### Met4 routing, run 1

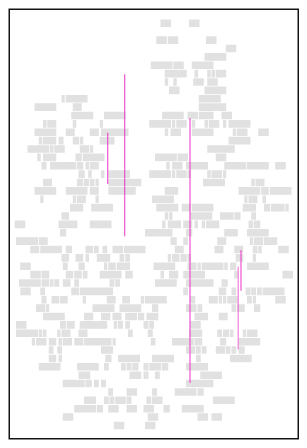
### Routed clock nets over the placement, run 1

Scale bar: 20 um.
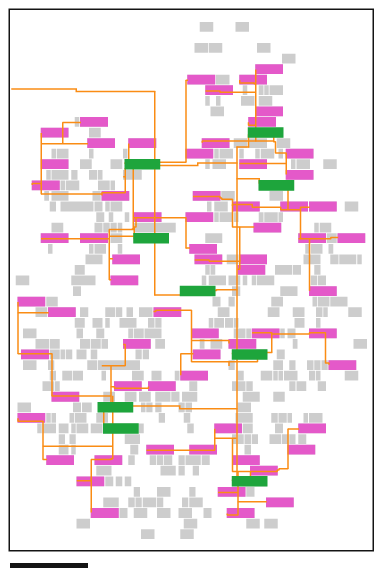
### Sequential cells grouped by signal name, run 1

Other sequential cells in the stronger grey, the rest of the logic in the fainter grey.
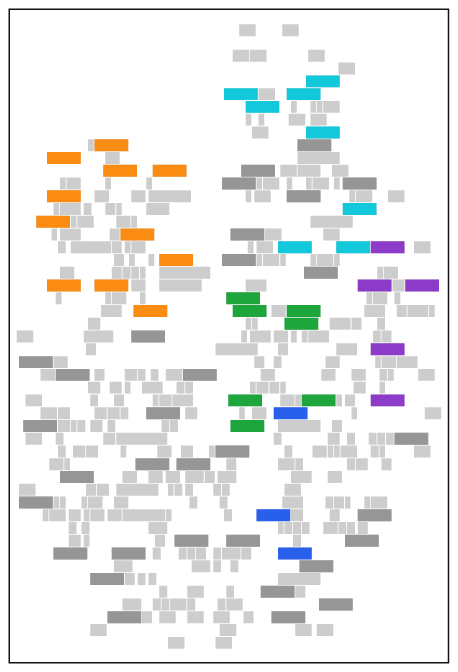
### Routing congestion, run 1

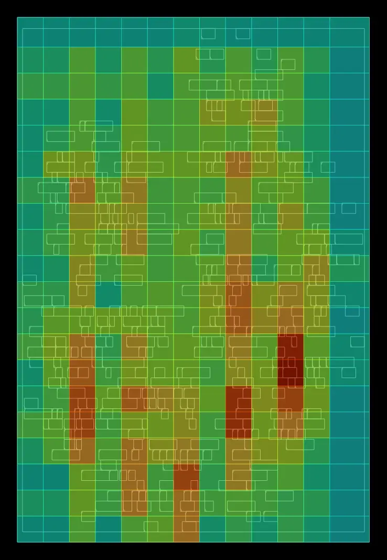
<file path="config.mk">
export PLATFORM = sky130hd
export DESIGN_NAME = uart_8_flat
export DESIGN_NICKNAME = d
export VERILOG_FILES = /design/src/rtl/uart_pkg.sv /design/src/rtl/uart_8_if.sv /design/src/rtl/uart_rx.sv /design/src/rtl/uart_tx.sv /design/src/rtl/uart_8.sv /design/src/flat_wrapper.sv
export SDC_FILE = /design/constraint.sdc
export NUM_CORES = 1
export LEC_CHECK = 0
export CORE_ASPECT_RATIO = 1.5
export CORE_UTILIZATION = 25
export DETAILED_ROUTE_END_ITERATION = 12
export PLACE_DENSITY = 0.43
export SLEW_MARGIN = 5
export SYNTH_ARGS = -nofsm -noshare
export SYNTH_HDL_FRONTEND = slang
export SYNTH_SLANG_ARGS = --single-unit
</file>
<file path="constraint.sdc">
create_clock -name clk -period 2.6 [get_ports clk]
set_clock_uncertainty 0.05 [all_clocks]
set_input_delay 0.65 -clock clk [delete_from_list [all_inputs] [get_ports clk]]
set_output_delay 0.65 -clock clk [all_outputs]
set_load 0.02 [all_outputs]
</file>
<file path="src/rtl/uart_pkg.sv">
// Shared definitions for the 8N1 UART: frame constants and the TX/RX state encodings.
package uart_pkg;

  localparam int   DATA_BITS = 8;
  localparam logic START_BIT = 1'b0;
  localparam logic STOP_BIT  = 1'b1;

  typedef enum logic [2:0] {
    TX_IDLE  = 3'd0,
    TX_START = 3'd1,
    TX_DATA  = 3'd2,
    TX_STOP  = 3'd3,
    TX_DONE  = 3'd4
  } tx_state_t;

  typedef enum logic [1:0] {
    RX_IDLE  = 2'd0,
    RX_START = 2'd1,
    RX_DATA  = 2'd2,
    RX_STOP  = 2'd3
  } rx_state_t;

endpackage

</file>
<file path="src/rtl/uart_8_if.sv">
// Byte-side and serial-pin signals of the UART; slave is the UART itself, master its user.
interface uart_8_if;
  import uart_pkg::*;

  logic                 rxEn;
  logic                 rxIn;
  logic                 rxBusy;
  logic                 rxDone;
  logic                 rxErr;
  logic [DATA_BITS-1:0] rxOut;
  logic                 txEn;
  logic                 txStart;
  logic [DATA_BITS-1:0] txIn;
  logic                 txBusy;
  logic                 txDone;
  logic                 txOut;

  modport slave (
    input  rxEn, rxIn, txEn, txStart, txIn,
    output rxBusy, rxDone, rxErr, rxOut, txBusy, txDone, txOut
  );

  modport master (
    output rxEn, rxIn, txEn, txStart, txIn,
    input  rxBusy, rxDone, rxErr, rxOut, txBusy, txDone, txOut
  );
endinterface

</file>
<file path="src/rtl/uart_rx.sv">
// 8N1 receiver: oversampled by OVERSAMPLE ticks per bit, each bit sampled at its middle tick.
module uart_rx
  import uart_pkg::*;
#(
  parameter int RX_DIV     = 78,
  parameter int OVERSAMPLE = 16
) (
  input  logic                 clk,
  input  logic                 reset,
  input  logic                 en,
  input  logic                 line,
  output logic                 busy,
  output logic                 done,
  output logic                 err,
  output logic [DATA_BITS-1:0] data
);

  localparam int CW = (RX_DIV > 1) ? $clog2(RX_DIV) : 1;
  localparam int TW = $clog2(OVERSAMPLE) + 1;

  rx_state_t            state_r;
  logic [1:0]           sync_r;
  logic [CW-1:0]        div_r;
  logic [TW-1:0]        tick_cnt_r;
  logic [2:0]           bit_r;
  logic [DATA_BITS-1:0] shift_r;
  logic                 rx_s;
  logic                 tick_s;

  assign rx_s   = sync_r[1];
  assign tick_s = (div_r == CW'(RX_DIV - 1));

  // Synchronizer, tick divider and frame sequencer; the sync chain idles high so reset never looks like a start bit.
  always_ff @(posedge clk) begin
    if (reset) begin
      state_r    <= RX_IDLE;
      sync_r     <= 2'b11;
      div_r      <= '0;
      tick_cnt_r <= '0;
      bit_r      <= 3'd0;
      shift_r    <= '0;
      busy       <= 1'b0;
      done       <= 1'b0;
      err        <= 1'b0;
      data       <= '0;
    end else begin
      sync_r <= {sync_r[0], line};
      done   <= 1'b0;
      err    <= 1'b0;
      div_r  <= tick_s ? '0 : div_r + CW'(1);
      if (tick_s) begin
        tick_cnt_r <= tick_cnt_r + TW'(1);
      end
      if (!en) begin
        state_r <= RX_IDLE;
        busy    <= 1'b0;
      end else begin
        case (state_r)
          RX_IDLE: begin
            if (rx_s == START_BIT) begin
              div_r      <= '0;
              tick_cnt_r <= '0;
              busy       <= 1'b1;
              state_r    <= RX_START;
            end
          end
          RX_START: begin
            if (tick_s && tick_cnt_r == TW'(OVERSAMPLE / 2 - 1)) begin
              tick_cnt_r <= '0;
              bit_r      <= 3'd0;
              if (rx_s != START_BIT) begin
                busy    <= 1'b0;
                state_r <= RX_IDLE;
              end else begin
                state_r <= RX_DATA;
              end
            end
          end
          RX_DATA: begin
            if (tick_s && tick_cnt_r == TW'(OVERSAMPLE - 1)) begin
              tick_cnt_r <= '0;
              shift_r    <= {rx_s, shift_r[DATA_BITS-1:1]};
              bit_r      <= bit_r + 3'd1;
              if (bit_r == 3'(DATA_BITS - 1)) begin
                state_r <= RX_STOP;
              end
            end
          end
          RX_STOP: begin
            if (tick_s && tick_cnt_r == TW'(OVERSAMPLE - 1)) begin
              tick_cnt_r <= '0;
              busy       <= 1'b0;
              state_r    <= RX_IDLE;
              if (rx_s == STOP_BIT) begin
                data <= shift_r;
                done <= 1'b1;
              end else begin
                err <= 1'b1;
              end
            end
          end
          default: begin
            state_r <= RX_IDLE;
            busy    <= 1'b0;
          end
        endcase
      end
    end
  end

endmodule

</file>
<file path="src/rtl/uart_tx.sv">
// 8N1 transmitter: one frame per accepted request, each bit held for TX_DIV clocks.
module uart_tx
  import uart_pkg::*;
#(
  parameter int TX_DIV = 1250
) (
  input  logic                 clk,
  input  logic                 reset,
  input  logic                 en,
  input  logic                 start,
  input  logic [DATA_BITS-1:0] data,
  output logic                 busy,
  output logic                 done,
  output logic                 line
);

  localparam int CW = (TX_DIV > 1) ? $clog2(TX_DIV) : 1;

  tx_state_t            state_r;
  logic [CW-1:0]        div_r;
  logic [2:0]           bit_r;
  logic [DATA_BITS-1:0] shift_r;
  logic                 bit_end_s;

  assign bit_end_s = (div_r == CW'(TX_DIV - 1));

  // Frame sequencer; dropping en in any line-driving state abandons the frame at once.
  always_ff @(posedge clk) begin
    if (reset) begin
      state_r <= TX_IDLE;
      div_r   <= '0;
      bit_r   <= 3'd0;
      shift_r <= '0;
      busy    <= 1'b0;
      done    <= 1'b0;
      line    <= STOP_BIT;
    end else begin
      done  <= 1'b0;
      div_r <= bit_end_s ? '0 : div_r + CW'(1);
      if (!en && (state_r == TX_START || state_r == TX_DATA || state_r == TX_STOP)) begin
        state_r <= TX_IDLE;
        div_r   <= '0;
        busy    <= 1'b0;
        line    <= STOP_BIT;
      end else begin
        case (state_r)
          TX_IDLE: begin
            div_r <= '0;
            if (en && start) begin
              shift_r <= data;
              busy    <= 1'b1;
              line    <= START_BIT;
              state_r <= TX_START;
            end
          end
          TX_START: begin
            if (bit_end_s) begin
              line    <= shift_r[0];
              shift_r <= shift_r >> 1;
              bit_r   <= 3'd0;
              state_r <= TX_DATA;
            end
          end
          TX_DATA: begin
            if (bit_end_s) begin
              if (bit_r == 3'(DATA_BITS - 1)) begin
                line    <= STOP_BIT;
                state_r <= TX_STOP;
              end else begin
                line    <= shift_r[0];
                shift_r <= shift_r >> 1;
                bit_r   <= bit_r + 3'd1;
              end
            end
          end
          TX_STOP: begin
            if (bit_end_s) begin
              busy    <= 1'b0;
              done    <= 1'b1;
              state_r <= TX_DONE;
            end
          end
          TX_DONE: begin
            state_r <= TX_IDLE;
          end
          default: begin
            state_r <= TX_IDLE;
            busy    <= 1'b0;
            line    <= STOP_BIT;
          end
        endcase
      end
    end
  end

endmodule

</file>
<file path="src/rtl/uart_8.sv">
// Full-duplex 8N1 UART: independent transmitter and receiver sharing only the clock and reset.
module uart_8
  import uart_pkg::*;
#(
  parameter int CLOCK_RATE    = 12000000,
  parameter int BAUD_RATE     = 9600,
  parameter int RX_OVERSAMPLE = 16
) (
  input logic     clk,
  input logic     reset,
  uart_8_if.slave bus
);

  localparam int TX_DIV = CLOCK_RATE / BAUD_RATE;
  localparam int RX_DIV = CLOCK_RATE / (BAUD_RATE * RX_OVERSAMPLE);

  uart_tx #(
    .TX_DIV (TX_DIV)
  ) u_tx (
    .clk   (clk),
    .reset (reset),
    .en    (bus.txEn),
    .start (bus.txStart),
    .data  (bus.txIn),
    .busy  (bus.txBusy),
    .done  (bus.txDone),
    .line  (bus.txOut)
  );

  uart_rx #(
    .RX_DIV     (RX_DIV),
    .OVERSAMPLE (RX_OVERSAMPLE)
  ) u_rx (
    .clk   (clk),
    .reset (reset),
    .en    (bus.rxEn),
    .line  (bus.rxIn),
    .busy  (bus.rxBusy),
    .done  (bus.rxDone),
    .err   (bus.rxErr),
    .data  (bus.rxOut)
  );

endmodule

</file>
<file path="src/flat_wrapper.sv">
// flat-port wrapper written by rule: the top's interface ports become plain ports
module uart_8_flat import uart_pkg::*;
#(
  parameter int CLOCK_RATE    = 12000000,
  parameter int BAUD_RATE     = 9600,
  parameter int RX_OVERSAMPLE = 16
)
  (clk, reset, bus_rxEn, bus_rxIn, bus_txEn, bus_txStart, bus_txIn, bus_rxBusy, bus_rxDone, bus_rxErr, bus_rxOut, bus_txBusy, bus_txDone, bus_txOut);
  uart_8_if bus_i ();
  input logic clk;
  input logic reset;
  input wire logic [$bits(bus_i.rxEn)-1:0] bus_rxEn;
  input wire logic [$bits(bus_i.rxIn)-1:0] bus_rxIn;
  input wire logic [$bits(bus_i.txEn)-1:0] bus_txEn;
  input wire logic [$bits(bus_i.txStart)-1:0] bus_txStart;
  input wire logic [$bits(bus_i.txIn)-1:0] bus_txIn;
  output wire logic [$bits(bus_i.rxBusy)-1:0] bus_rxBusy;
  output wire logic [$bits(bus_i.rxDone)-1:0] bus_rxDone;
  output wire logic [$bits(bus_i.rxErr)-1:0] bus_rxErr;
  output wire logic [$bits(bus_i.rxOut)-1:0] bus_rxOut;
  output wire logic [$bits(bus_i.txBusy)-1:0] bus_txBusy;
  output wire logic [$bits(bus_i.txDone)-1:0] bus_txDone;
  output wire logic [$bits(bus_i.txOut)-1:0] bus_txOut;
  assign bus_i.rxEn = bus_rxEn;
  assign bus_i.rxIn = bus_rxIn;
  assign bus_i.txEn = bus_txEn;
  assign bus_i.txStart = bus_txStart;
  assign bus_i.txIn = bus_txIn;
  assign bus_rxBusy = bus_i.rxBusy;
  assign bus_rxDone = bus_i.rxDone;
  assign bus_rxErr = bus_i.rxErr;
  assign bus_rxOut = bus_i.rxOut;
  assign bus_txBusy = bus_i.txBusy;
  assign bus_txDone = bus_i.txDone;
  assign bus_txOut = bus_i.txOut;
  uart_8 #(.CLOCK_RATE(CLOCK_RATE), .BAUD_RATE(BAUD_RATE), .RX_OVERSAMPLE(RX_OVERSAMPLE)) u_core (.clk(clk), .reset(reset), .bus(bus_i));
endmodule
</file>
==> results.json, run 1 <==
{
  "status": "finished, final reports clean",
  "grt_pass1_wl_um": 11500,
  "layout_top_cell": "dfxtp_1",
  "end_kind": "flop",
  "yosysWarnings": 0,
  "setup_viol_count_final": 0,
  "top_layer": "met4",
  "p_switching_uw": 526,
  "drt_iter0_drc": 78,
  "hold_start": "u_core.u_rx.sync_r[0]$_SDFF_PP1_",
  "synth_cell_type_count": 61,
  "worstPathRequired_ns": 2.81,
  "firstDrtPassIters": 4,
  "cts_hold_buf": 0,
  "drc": 0,
  "p_per_area_mw_per_mm2": 651,
  "p_comb_share_pct": 5.4,
  "timing.final.crit_period_ns": 2.12,
  "yosysTopAreaCellShare_pct": 42.3,
  "ys_area_sq_mm": 0.00313,
  "synthCells": 338
}
## Picture notes: 'Met4 routing'
The longest straight run is 85.7 um. The wires run mostly vertical.
vias: 2439
final wirelength: 6740 um

## Picture notes: 'Routed clock nets over the placement'
Key: green = clock drivers [count 9]; magenta = flip-flops [count 66]; orange = clock wires [length 1030 um]
There are 10 routed clock nets.

## Picture notes: 'Sequential cells grouped by signal name'
Key: blue = `u_core.u_rx.bit_r` [placed flops 3]; purple = `u_core.u_rx.tick_cnt_r` [placed flops 5, where east]; orange = `u_core.u_tx.div_r` [placed flops 11]; cyan = `u_core.u_rx.data` [placed flops 8]; green = `u_core.u_rx.div_r` [placed flops 7, where centre]
Another 32 sequential cells are not coloured.
fin util: 32.0%
Flop area: 0.00132 sq mm
Seq power: 1.05 mW

## Picture notes: 'Routing congestion'
GR Util met2: 19.0%
met1 Resource Use GR: 13.0%
Avg WL per Cell: 12.9 um
GRT met3 Usage: 2.85%

-- run 1: kinds of logic (layout without fill, tap and decap cells) --
kind of cell / Yosys count / in the layout / share of synthesized area, %
compound gates: 59 / 59 / 11.2
buf+inv: 24 / 57 / 4.04
fa+ha+maj: 10 / 10 / 4.00
flops: 66 / 66 / 42.3
mux: 25 / 25 / 8.28
xor+xnor: 20 / 20 / 5.60
simple gates: 134 / 134 / 24.7
-- run 1: per-stage QoR --
stage | cell area [sq um] | utilization (%) | setup slack, ns | total power [mW]
finish | 3870 | 32.0 | 0.483 | 2.52
global route | 3870 | 32.0 | 0.380 | 2.62
CTS | 3870 | 32.0 | 0.474 | 2.56
detailed placement | 3540 | 29.3 | 0.196 | 1.21
global placement | 3540 | 29.3 | 0.250 | 1.21
floorplan | 3130 | - | 0.730 | 1.15
-- run 1: area by class of cell --
cell class | count | area share [%]
flip-flops and latches | 66 | 34.2
clock inverters | 4 | 1.91
multi-input cells | 248 | 43.4
repair buffers | 33 | 8.15
clock buffers | 12 | 6.63
well taps | 153 | 4.95
inverters | 8 | 0.776
-- run 1: flip-flops by register name, indices dropped and copies added (netlist names), named ones only --
| name | cells |
|---|---|
| u_core.u_tx.div_r | 11 |
| u_core.u_rx.data | 8 |
| u_core.u_rx.shift_r | 8 |
| u_core.u_tx.shift_r | 8 |
| u_core.u_rx.div_r | 7 |
| u_core.u_rx.tick_cnt_r | 5 |
| u_core.u_rx.bit_r | 3 |
| u_core.u_tx.bit_r | 3 |
| u_core.u_tx.state_r | 3 |
| u_core.u_rx.sync_r | 2 |
| u_core.u_rx.busy | 1 |
| u_core.u_rx.done | 1 |
| u_core.u_rx.err | 1 |
| u_core.u_rx.state_r | 1 |
| u_core.u_tx.busy | 1 |
| u_core.u_tx.done | 1 |
| u_core.u_tx.line | 1 |
==> run 2, diff against run 1 <==
==> constraint.sdc (replaced) <==
create_clock -name clk -period 2.21 [get_ports clk]
set_clock_uncertainty 0.05 [all_clocks]
set_input_delay 0.5525 -clock clk [delete_from_list [all_inputs] [get_ports clk]]
set_output_delay 0.5525 -clock clk [all_outputs]
set_load 0.02 [all_outputs]
### I/O pins on the die edge, run 2

Pins as bars across the die edge, other pins in grey.
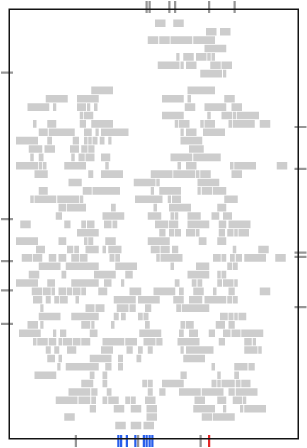
Key: blue = `bus_txIn` [pins 8, direction input, edge south]; red = `bus_rxErr` [pins 1, direction output, edge south]
All pins by edge: 12 south, 6 north, 5 east, 5 west.

==> run 2 against run 1 <==
- synthesized cell count unchanged
- global-route usage down 0.071 points
- sequential power up about 20%
- routed wire length up 1.1%
- clock-buffer cell count down 1
==> results.json, run 2 <==
{
  "status": "finished, final reports clean",
  "routed_wl_um": 6810,
  "setup_viol_count_final": 0,
  "p_comb_share_pct": 5.5,
  "stdcell_area_sq_mm": 0.00389,
  "drt_iter0_drc": 72,
  "pg_seq_mw": 1.23,
  "largest_reg_flops": 11,
  "firstDrtPassIters": 4,
  "drc": 0,
  "p_switching_uw": 620,
  "place_area_sq_mm": 0.00357,
  "layout_setup_ws_ns": 0.220,
  "register_area_sq_mm": 0.00132,
  "cts_hold_buf": 0,
  "cp-start-kind": "flop",
  "comb_area_sq_mm": 0.00168,
  "cpPeakStageDelay_ns": 0.33,
  "synthCells": 338,
  "end_kind": "flop",
  "drv_cap": 0,
  "ys_area_sq_mm": 0.00313,
  "fin_cells": 528,
  "areaGrowthSynthToFinish_pct": 24.3,
  "slew_viol_final": 0,
  "vias_per_cell": 4.68,
  "final_antenna_net_count": 0,
  "pre_cts_slack_ns": -0.00939,
  "cts_resized": 0,
  "synth_cell_type_count": 61,
  "vias": 2473,
  "grt_pass1_wl_um": 11500,
  "worstPathRequired_ns": 2.41,
  "grt_usage_pct": 11.3,
  "yosysTopAreaCellShare_pct": 42.3,
  "wl_per_cell_um": 12.9,
  "p_leak_nw": 1.56,
  "finalPower_mw": 2.93,
  "timing.final.crit_period_ns": 1.99,
  "yosys_cells": 338,
  "yosysWarnings": 0,
  "cts.clk_slew.worst_paths_ns": 0.06,
  "utilization_pct": 32.2
}
### Routed clock nets over the placement, run 2

Scale bar: 20 um.
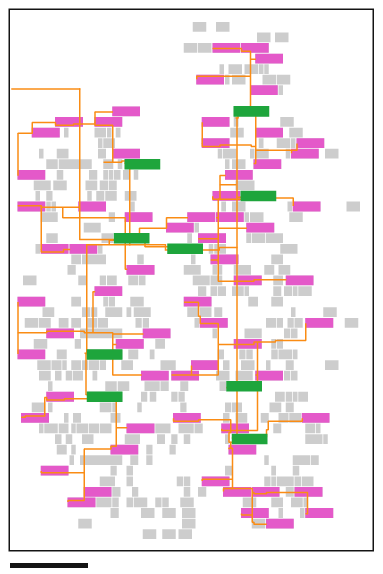
Key: orange = clock wires [length 984 um]; green = clock drivers [count 9]; magenta = flip-flops [count 66]
Position of the flops: spread over the die. There are 10 routed clock nets.
clock share of power: 52.4%
Clk power: 1.53 mW

## run 2: logic make-up after synthesis
| logic type | count (synthesis) | share of synthesized area, % |
|---|---|---|
| XOR/XNOR | 20 | 5.60 |
| adder cells (fa/ha/maj) | 10 | 4.00 |
| AND/OR/NAND/NOR | 134 | 24.7 |
| multiplexers | 25 | 8.28 |
| buffers and inverters | 24 | 4.04 |
| flip-flops | 66 | 42.3 |
| AND-OR/OR-AND | 59 | 11.2 |
## run 2: per-layer routing
layer	global-route usage (%)	wire, um	part of all wire (%)	vias up
li1	-	-	-	1254
met3	1.92	177	2.6	15
met5	0	0	0	-
met1	13.1	2930	43	1166
met4	7.21	214	3.1	0
met2	18.9	3490	51	38
## run 2: final cells by class
cell class | instances | area share [%]
multi-input combinational | 248 | 43.2
sequential | 66 | 34.0
timing repair buffer | 37 | 8.88
clock buffer | 11 | 6.24
tap | 153 | 4.92
clock inverter | 5 | 2.00
inverter | 8 | 0.772
## run 2: worst paths after layout
path                                              from                                    to  slack, ns  cells past startpoint
setup / recovery  u_core.u_rx.tick_cnt_r[0]$_SDFF_PP0_  u_core.u_rx.tick_cnt_r[4]$_SDFF_PP0_       0.22                      8
hold reg to reg       u_core.u_rx.sync_r[0]$_SDFF_PP1_      u_core.u_rx.sync_r[1]$_SDFF_PP1_       0.36                      1
setup reg to reg  u_core.u_rx.tick_cnt_r[0]$_SDFF_PP0_  u_core.u_rx.tick_cnt_r[4]$_SDFF_PP0_       0.22                      8
hold / removal        u_core.u_rx.sync_r[0]$_SDFF_PP1_      u_core.u_rx.sync_r[1]$_SDFF_PP1_       0.36                      1
==> run 3, diff against run 2 <==
--- a/config.mk
+++ b/config.mk
@@ -5,7 +5,8 @@
 export SDC_FILE = /design/constraint.sdc
 export NUM_CORES = 1
 export LEC_CHECK = 0
-export CORE_ASPECT_RATIO = 1.5
+export CAP_MARGIN = 10
+export CORE_ASPECT_RATIO = 0.9
 export CORE_UTILIZATION = 25
 export DETAILED_ROUTE_END_ITERATION = 12
 export PLACE_DENSITY = 0.43
### Signal wires by layer, run 3

Scale bar: 20 um.
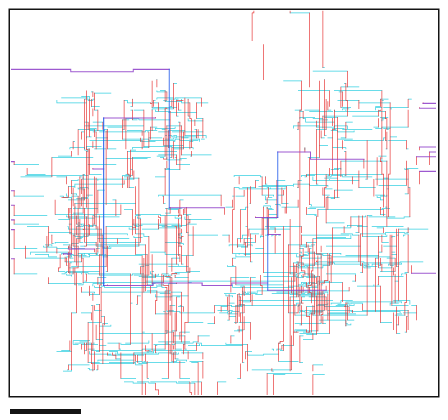
Key: cyan = metal 1 [wire length 3200 um]; red = metal 2 [wire length 2950 um]; purple = metal 3 [wire length 223 um]; blue = metal 4 [wire length 124 um]
Global Route Usage Sum: 11.1%
final wirelength: 6490 um
vias: 2469
Avg WL per Cell: 12.2 um

==> run 3 against run 2 <==
- area after synthesis unchanged
- routed wire length decreased by 4.7%
- sequential share of layout area increased by 0.30 points
- fmax increased by 1.3%
- core utilization decreased by 0.40 points
- sequential cell count unchanged
- global-route usage decreased by 0.20 points
- sequential power about the same
==> results.json, run 3 <==
{
  "finalPower_mw": 2.70,
  "worstPathRequired_ns": 2.42,
  "stdcell_area_sq_mm": 0.00385,
  "p_leak_nw": 1.53,
  "firstDrtPassIters": 4,
  "status": "finished, final reports clean",
  "synth_cell_type_count": 61,
  "p_per_area_mw_per_mm2": 700,
  "areaGrowthSynthToFinish_pct": 23.2,
  "timing.rr.start": "u_core.u_rx.tick_cnt_r[0]$_SDFF_PP0_",
  "cp-start-kind": "flop",
  "cts_resized": 0,
  "grt_pass1_wl_um": 11200,
  "cpPeakStageDelay_ns": 0.52,
  "layout_setup_ws_ns": 0.246,
  "synthTopLogicFamily": "simple AND/OR/NAND/NOR gates",
  "adder_share_pct": 4.00,
  "slew_viol_final": 0,
  "largest_reg_flops": 11,
  "ys_area_sq_mm": 0.00313,
  "ys_sh_mux_pct": 8.28,
  "pre_cts_slack_ns": -0.0105,
  "yosys.area_share.aoi_pct": 11.2,
  "yosys_cells": 338,
  "yosysWarnings": 0,
  "yosysTopAreaCellShare_pct": 42.3,
  "timing.final.crit_period_ns": 1.96,
  "final_antenna_net_count": 0,
  "drt_iter0_drc": 77,
  "hold_start": "u_core.u_rx.sync_r[0]$_SDFF_PP1_",
  "drv_cap": 0,
  "setup_viol_count_final": 0,
  "ys_sh_simple_pct": 24.6,
  "fin_cells": 534,
  "layout_top_cell": "dfxtp_1",
  "synth-xor-area-share_pct": 5.60
}
### Sequential cells grouped by signal name, run 3

Other sequential cells in the stronger grey, the rest of the logic in the fainter grey.
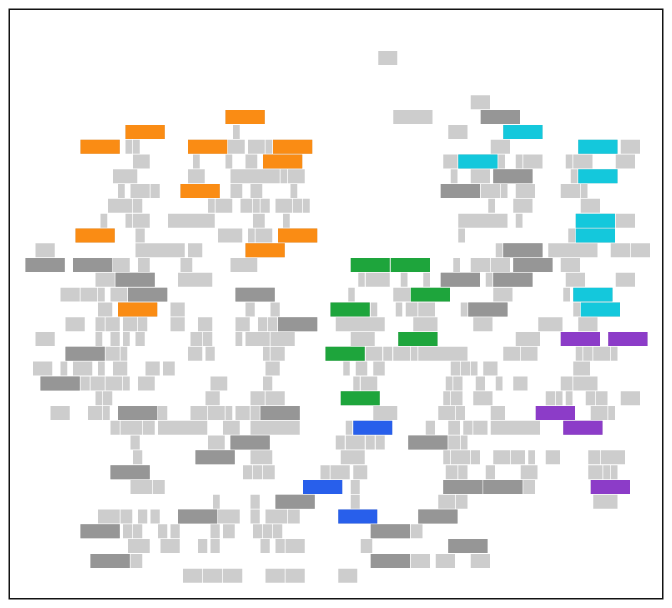
Key: blue = `u_core.u_rx.bit_r` [placed flops 3]; green = `u_core.u_rx.div_r` [placed flops 7, where centre]; orange = `u_core.u_tx.div_r` [placed flops 11]; cyan = `u_core.u_rx.data` [placed flops 8]; purple = `u_core.u_rx.tick_cnt_r` [placed flops 5]
fin util: 31.8%
flop share of the area: 34.3%

run 3: cell counts after synthesis:
Identical to the previous run, type by type.
run 3: final timing paths:
check | to | cells after the start | slack (ns)
hold reg to reg | u_core.u_rx.sync_r[1]$_SDFF_PP1_ | 1 | 0.36
setup / recovery | u_core.u_rx.bit_r[1]$_SDFFE_PP0P_ | 7 | 0.25
setup reg to reg | u_core.u_rx.bit_r[1]$_SDFFE_PP0P_ | 7 | 0.25
hold / removal | u_core.u_rx.sync_r[1]$_SDFF_PP1_ | 1 | 0.36
run 3: layout make-up:
| cell class | count | area (sq um) |
|---|---|---|
| Clock buffer | 11 | 243 |
| Clock inverter | 5 | 30.0 |
| Fill cell | 1306 | 8270 |
| Inverter | 8 | 30.0 |
| Multi-Input combinational cell | 248 | 1680 |
| Sequential cell | 66 | 1320 |
| Tap cell | 160 | 200 |
| Timing Repair Buffer | 36 | 350 |
run 3: kinds of logic (layout without fill, tap and decap cells):
kind of cell,count (synthesis),count (layout)
simple gates,134,134
flops,66,66
compound gates,59,59
mux,25,25
buf+inv,24,60
xor+xnor,20,20
fa+ha+maj,10,10
run 3: per-layer routing:
metal / up-vias / share of wire (%) / global-route usage, %
li1: 1253 / - / -
met4: 0 / 1.9 / 4.82
met2: 27 / 45 / 17.5
met5: - / 0 / 0
met1: 1178 / 49 / 13.7
met3: 11 / 3.4 / 3.80
run 3: worst reg2reg max path, stage by stage (launching register included):
cell and delay (ns):
dfxtp_1 0.36, ha_1 0.20, and3_1 0.17, ha_1 0.18, nand2_1 0.08, a2bb2oi_1 0.20, or4b_1 0.52, a21oi_1 0.14
run 3: power breakdown:
group	leakage [nW]	internal [mW]	switching (mW)
clock network	0.131	0.783	0.521
registers	0.534	1.21	0.0196
logic	0.864	0.0835	0.0785
total	1.53	2.08	0.619
Power figures rest on the tool's default switching activity, not on a simulated workload.
